===== config.mk =====
export PLATFORM = sky130hd
export DESIGN_NAME = pmu_intr_ctrl
export DESIGN_NICKNAME = d
export VERILOG_FILES = /design/src/rtl/pmu_intr_ctrl.sv
export SDC_FILE = /design/constraint.sdc
export NUM_CORES = 1
export LEC_CHECK = 0
export CAP_MARGIN = 40
export CORE_UTILIZATION = 45
export CTS_CLUSTER_SIZE = 12
export DETAILED_ROUTE_END_ITERATION = 10
export HOLD_SLACK_MARGIN = 0.15
export PLACE_DENSITY_LB_ADDON = 0.08
export SLEW_MARGIN = 0
export SYNTH_ARGS = -nofsm -noshare
export SYNTH_HDL_FRONTEND = slang
export SYNTH_SLANG_ARGS = --single-unit

===== constraint.sdc =====
create_clock -name clk_i -period 5.32 [get_ports clk_i]
set_input_delay 0.532 -clock clk_i [delete_from_list [all_inputs] [get_ports clk_i]]
set_output_delay 0.532 -clock clk_i [all_outputs]
set_load 0.02 [all_outputs]

===== src/rtl/pmu_intr_ctrl.sv =====
// ---------------------------------------------------------------------------
// pmu_intr_ctrl
//   Interrupt controller that sits beside the PMU. It collects the PMU
//   overflow/quota interrupts, the per-core MCCU interrupts and the RDC
//   interrupt. It latches rising edges into a PENDING register and combines
//   the pending bits with a MASK into one registered host interrupt.
//   A small register file (MASK, PENDING, RAW, CAUSE, COUNT) is exposed
//   through a simple strobe-based read/write port with registered read data.
//
// Ports
//   clk_i            single clock, rising edge
//   rstn_i           synchronous active-low reset
//   intr_overflow_i  source 0
//   intr_quota_i     source 1
//   intr_MCCU_i      sources 2 .. N_CORES+1
//   intr_RDC_i       source N_CORES+2
//   wr_en_i          write strobe (one write per cycle)
//   rd_en_i          read strobe
//   addr_i           register index: 0 MASK, 1 PENDING, 2 RAW, 3 CAUSE,
//                    4 COUNT, 5-7 reserved
//   wdata_i          write data
//   rdata_o          registered read data, held between reads
//   rvalid_o         high the cycle after a read strobe
//   irq_o            registered combined interrupt
// ---------------------------------------------------------------------------
module pmu_intr_ctrl #(
  parameter int REG_WIDTH = 32,
  parameter int N_CORES   = 4
) (
  input  logic                 clk_i,
  input  logic                 rstn_i,
  input  logic                 intr_overflow_i,
  input  logic                 intr_quota_i,
  input  logic [N_CORES-1:0]   intr_MCCU_i,
  input  logic                 intr_RDC_i,
  input  logic                 wr_en_i,
  input  logic                 rd_en_i,
  input  logic [2:0]           addr_i,
  input  logic [REG_WIDTH-1:0] wdata_i,
  output logic [REG_WIDTH-1:0] rdata_o,
  output logic                 rvalid_o,
  output logic                 irq_o
);

  localparam int N_SRC = N_CORES + 3;

  localparam logic [2:0] ADDR_MASK    = 3'd0;
  localparam logic [2:0] ADDR_PENDING = 3'd1;
  localparam logic [2:0] ADDR_RAW     = 3'd2;
  localparam logic [2:0] ADDR_CAUSE   = 3'd3;
  localparam logic [2:0] ADDR_COUNT   = 3'd4;

  logic [N_SRC-1:0]     src_s;
  logic [N_SRC-1:0]     prev_r;
  logic [N_SRC-1:0]     pending_r;
  logic [N_SRC-1:0]     mask_r;
  logic [N_SRC-1:0]     rise_s;
  logic [N_SRC-1:0]     w1c_s;
  logic [N_SRC-1:0]     pending_next_s;
  logic [N_SRC-1:0]     enabled_s;
  logic                 wr_mask_s;
  logic                 wr_pending_s;
  logic                 wr_count_s;
  logic                 irq_next_s;
  logic                 irq_r;
  logic                 rvalid_r;
  logic [REG_WIDTH-1:0] count_r;
  logic [REG_WIDTH-1:0] cause_s;
  logic [REG_WIDTH-1:0] rd_mux_s;
  logic [REG_WIDTH-1:0] rdata_r;
  logic                 unused_wdata_s;

  // Index of the lowest set bit; 0 when the vector is empty (the caller
  // qualifies the result with the "any" flag).
  function automatic logic [7:0] lowest_idx(input logic [N_SRC-1:0] v);
    logic [7:0] idx;
    idx = 8'd0;
    for (int i = N_SRC - 1; i >= 0; i--) begin
      if (v[i]) begin
        idx = 8'(i);
      end else begin
        idx = idx;
      end
    end
    return idx;
  endfunction

  // Source vector in fixed index order: overflow, quota, MCCU[*], RDC.
  assign src_s = {intr_RDC_i, intr_MCCU_i, intr_quota_i, intr_overflow_i};

  // Only the low N_SRC bits of write data are architecturally used.
  assign unused_wdata_s = ^wdata_i;

  // Write decode, edge detection and next-state for the pending bits.
  always_comb begin
    wr_mask_s    = wr_en_i && (addr_i == ADDR_MASK);
    wr_pending_s = wr_en_i && (addr_i == ADDR_PENDING);
    wr_count_s   = wr_en_i && (addr_i == ADDR_COUNT);
    rise_s       = src_s & ~prev_r;
    if (wr_pending_s) begin
      w1c_s = wdata_i[N_SRC-1:0];
    end else begin
      w1c_s = {N_SRC{1'b0}};
    end
    // Set is OR'ed in after the clear so a same-cycle edge wins over W1C.
    pending_next_s = (pending_r & ~w1c_s) | rise_s;
    enabled_s      = pending_r & mask_r;
    irq_next_s     = |enabled_s;
  end

  // CAUSE: lowest enabled pending index plus a valid flag in the MSB.
  always_comb begin
    cause_s                = {REG_WIDTH{1'b0}};
    cause_s[7:0]           = lowest_idx(enabled_s);
    cause_s[REG_WIDTH-1]   = |enabled_s;
  end

  // Read mux over current (pre-write) register values.
  always_comb begin
    rd_mux_s = {REG_WIDTH{1'b0}};
    case (addr_i)
      ADDR_MASK:    rd_mux_s[N_SRC-1:0] = mask_r;
      ADDR_PENDING: rd_mux_s[N_SRC-1:0] = pending_r;
      ADDR_RAW:     rd_mux_s[N_SRC-1:0] = src_s;
      ADDR_CAUSE:   rd_mux_s            = cause_s;
      ADDR_COUNT:   rd_mux_s            = count_r;
      default:      rd_mux_s            = {REG_WIDTH{1'b0}};
    endcase
  end

  // Interrupt capture state: previous sources, pending, mask and irq.
  always_ff @(posedge clk_i) begin
    if (!rstn_i) begin
      prev_r    <= {N_SRC{1'b0}};
      pending_r <= {N_SRC{1'b0}};
      mask_r    <= {N_SRC{1'b0}};
      irq_r     <= 1'b0;
    end else begin
      prev_r    <= src_s;
      pending_r <= pending_next_s;
      if (wr_mask_s) begin
        mask_r <= wdata_i[N_SRC-1:0];
      end
      irq_r     <= irq_next_s;
    end
  end

  // Saturating count of irq rising transitions; any COUNT write clears it.
  always_ff @(posedge clk_i) begin
    if (!rstn_i) begin
      count_r <= {REG_WIDTH{1'b0}};
    end else if (wr_count_s) begin
      count_r <= {REG_WIDTH{1'b0}};
    end else if (irq_next_s && !irq_r && !(&count_r)) begin
      count_r <= count_r + {{(REG_WIDTH-1){1'b0}}, 1'b1};
    end
  end

  // Registered read port; data holds between reads.
  always_ff @(posedge clk_i) begin
    if (!rstn_i) begin
      rdata_r  <= {REG_WIDTH{1'b0}};
      rvalid_r <= 1'b0;
    end else begin
      rvalid_r <= rd_en_i;
      if (rd_en_i) begin
        rdata_r <= rd_mux_s;
      end
    end
  end

  assign rdata_o  = rdata_r;
  assign rvalid_o = rvalid_r;
  assign irq_o    = irq_r;

endmodule


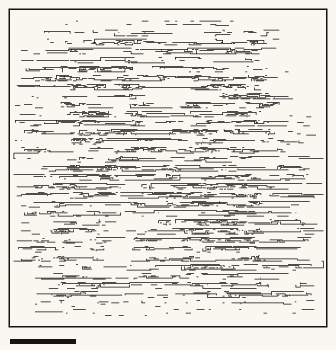
m1.png
Bar = 20 um.
500 nets have wire on it. The layer carries 4570 um of wire. The layer holds 49% of the routed length. The wires run mostly horizontal. The longest straight run is 29.4 um.
final wirelength: 9.325 mm
met1 Usage GRT: 0.2924
Via Count: 3513

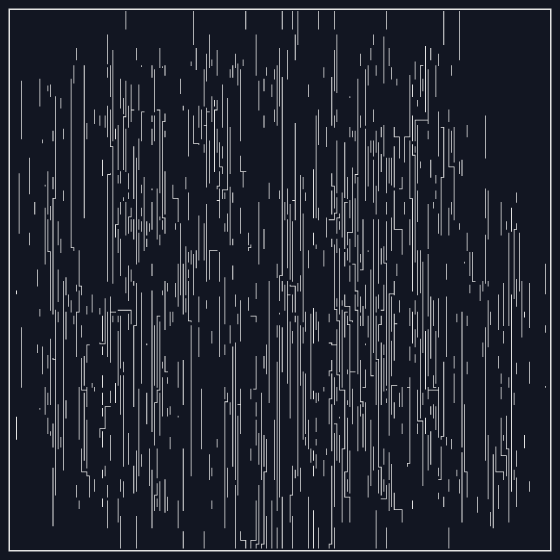
m2.png
The wires run mostly vertical. The layer holds 46% of the routed length. 440 nets have wire on it. The longest straight run is 35.0 um.
GR Util met2: 0.3542

==> Changelog: implementation <==
## Flow update

* Worst EP arrival at 2.80 ns
* Grt total ovfl at 0
* Leak at 1.541 nW
* Routability Congestion at 0.7853
* Pin count of the biggest net entering global routing at 46
* CP Max Fanout at 17
* PD cells at 261.7 mW/mm2
* Top cells, area: dfxtp_1 44%, a21oi_1 7.8%, nor2b_1 5.7%
* Clk pin slew, worst setup/hold paths at 0.08 ns
* Wirelength per Cell at 14.92 um
* Top sig layer: met4
* Synth Net Count at 515
* Initial antenna violation count at 0
* TritonCTS Sinks at 87
* Total die size at 0.009092 mm2
* Synth Seq Share at 0.4442
* Synth Flop Type: dfxtp_1
* Diode count at 0
* Utilization after layout at 0.5678
* Num CTS Buffers at 9
* Most frequent logic cell in the layout: dfxtp_1
* Gr usage total at 0.2220
* Die width at 95.35 um
* Period utilization at 0.4734
* HP Start: rdata_o[0]
* CORE AREA at 0.008341 mm2
* R2r startpoint: count_r[0]
* Clk latency late pin at 0.36 ns
* CTS tree: done
* HP Class: flop to flop
* Yosys cell count at 468
* Total power at 1.239 mW
* Top cells excl fill/tap: 87 x dfxtp_1, 61 x a21oi_1, 54 x nor2_1, 54 x clkdlybuf4s50_1, 36 x nor2b_1
* Final non-filler cell total at 625
* Element type at the critical path end: flop
* Post-synthesis cell type count at 51
* Tool Warnings at 51
* Status: completed
* Post-synth EDFFs at 0
* Dominant cell area share at 0.4442
* Post-Syn Area at 0.003921 mm2
* Fin nets at 564
* FF-to-FF path depth at 6
* Vias in the first global route at 3161
* CTS resizes at 0
* Data required time at the worst endpoint at 5.60 ns
* Reg2reg setup slack at 2.84 ns
* Finished Cell Area at 0.004736 mm2
==> critical path: stages <==
cell	delay (ns)
clkdlybuf4s50_1	0.78
inv_1	0.18
nor4b_2	0.77
buf_4	0.35
a21oi_1	0.09
nor2_1	0.09
==> how the worst max path moves through the flow <==
stage          startpoint          end  slack (ns)
2_1_floorplan  count_r[0]  count_r[22]        3.23
3_3_place_gp    addr_i[1]  count_r[24]        2.38
3_5_place_dp    addr_i[2]  rdata_o[20]        2.47
4_1_cts        count_r[0]  count_r[20]        2.83
5_1_grt         addr_i[2]   rdata_o[7]        2.63
6_report        addr_i[2]  rdata_o[22]        2.80
==> cells in the mapped netlist (6+ instances only) <==
cell type,instances
dfxtp_1,87
nand3_1,14
mux2i_1,8
and2_1,8
a22oi_1,8
or3_1,21
or4_1,7
nand2_1,29
o21ai_0,30
a21oi_1,61
clkbuf_1,17
mux2_2,6
nor2_1,54
nor2b_1,36
nand4_1,10
inv_1,9
==> stage by stage <==
| stage | hold slack, ns | setup slack [ns] |
|---|---|---|
| after global routing | 0.5359 | 2.633 |
| after CTS | 0.5076 | 2.826 |
| after detailed placement | 0.4907 | 2.468 |
| after global placement | 0.4742 | 2.376 |
| final | 0.5027 | 2.801 |
| after floorplan | 0.4712 | 3.233 |
==> state kept, by name (all words and copies together) (netlist names) <==
| register | count |
|---|---|
| rvalid_o | 1 |
| rdata_o | 32 |
| pending_r | 7 |
| count_r | 32 |
| prev_r | 7 |
| mask_r | 7 |
| irq_o | 1 |
==> per-layer routing <==
metal / track usage / vias up
met4: 0.07702 / 0
met2: 0.3542 / 48
met5: 0 / -
met3: 0.05183 / 12
li1: - / 1768
met1: 0.2924 / 1685
==> layout make-up <==
cell class | count | share of cell area
clock inverters | 4 | 0.01532
inverters | 10 | 0.007926
clock buffers | 10 | 0.02695
flip-flops and latches | 87 | 0.3678
repair buffers | 59 | 0.1221
well taps | 105 | 0.02774
multi-input cells | 350 | 0.4322
==> power breakdown <==
group | internal, mW | leakage, nW | switching [mW]
sequential | 0.661 | 0.705 | 0.00947
combinational | 0.0349 | 0.738 | 0.0476
clock | 0.259 | 0.0982 | 0.227
==> logic make-up after synthesis <==
| logic type | Yosys count | share of synthesized area |
|---|---|---|
| AOI/OAI and AO/OA | 127 | 0.1905 |
| and+or+nand+nor | 205 | 0.2824 |
| DFF | 87 | 0.4442 |
| xor gates and xnor gates | 3 | 0.006702 |
| adders and majority gates | 1 | 0.003190 |
| buffers and inverters | 31 | 0.03541 |
| muxes | 14 | 0.03765 |
No activity file was given, so power comes from the tool's default toggle rates.
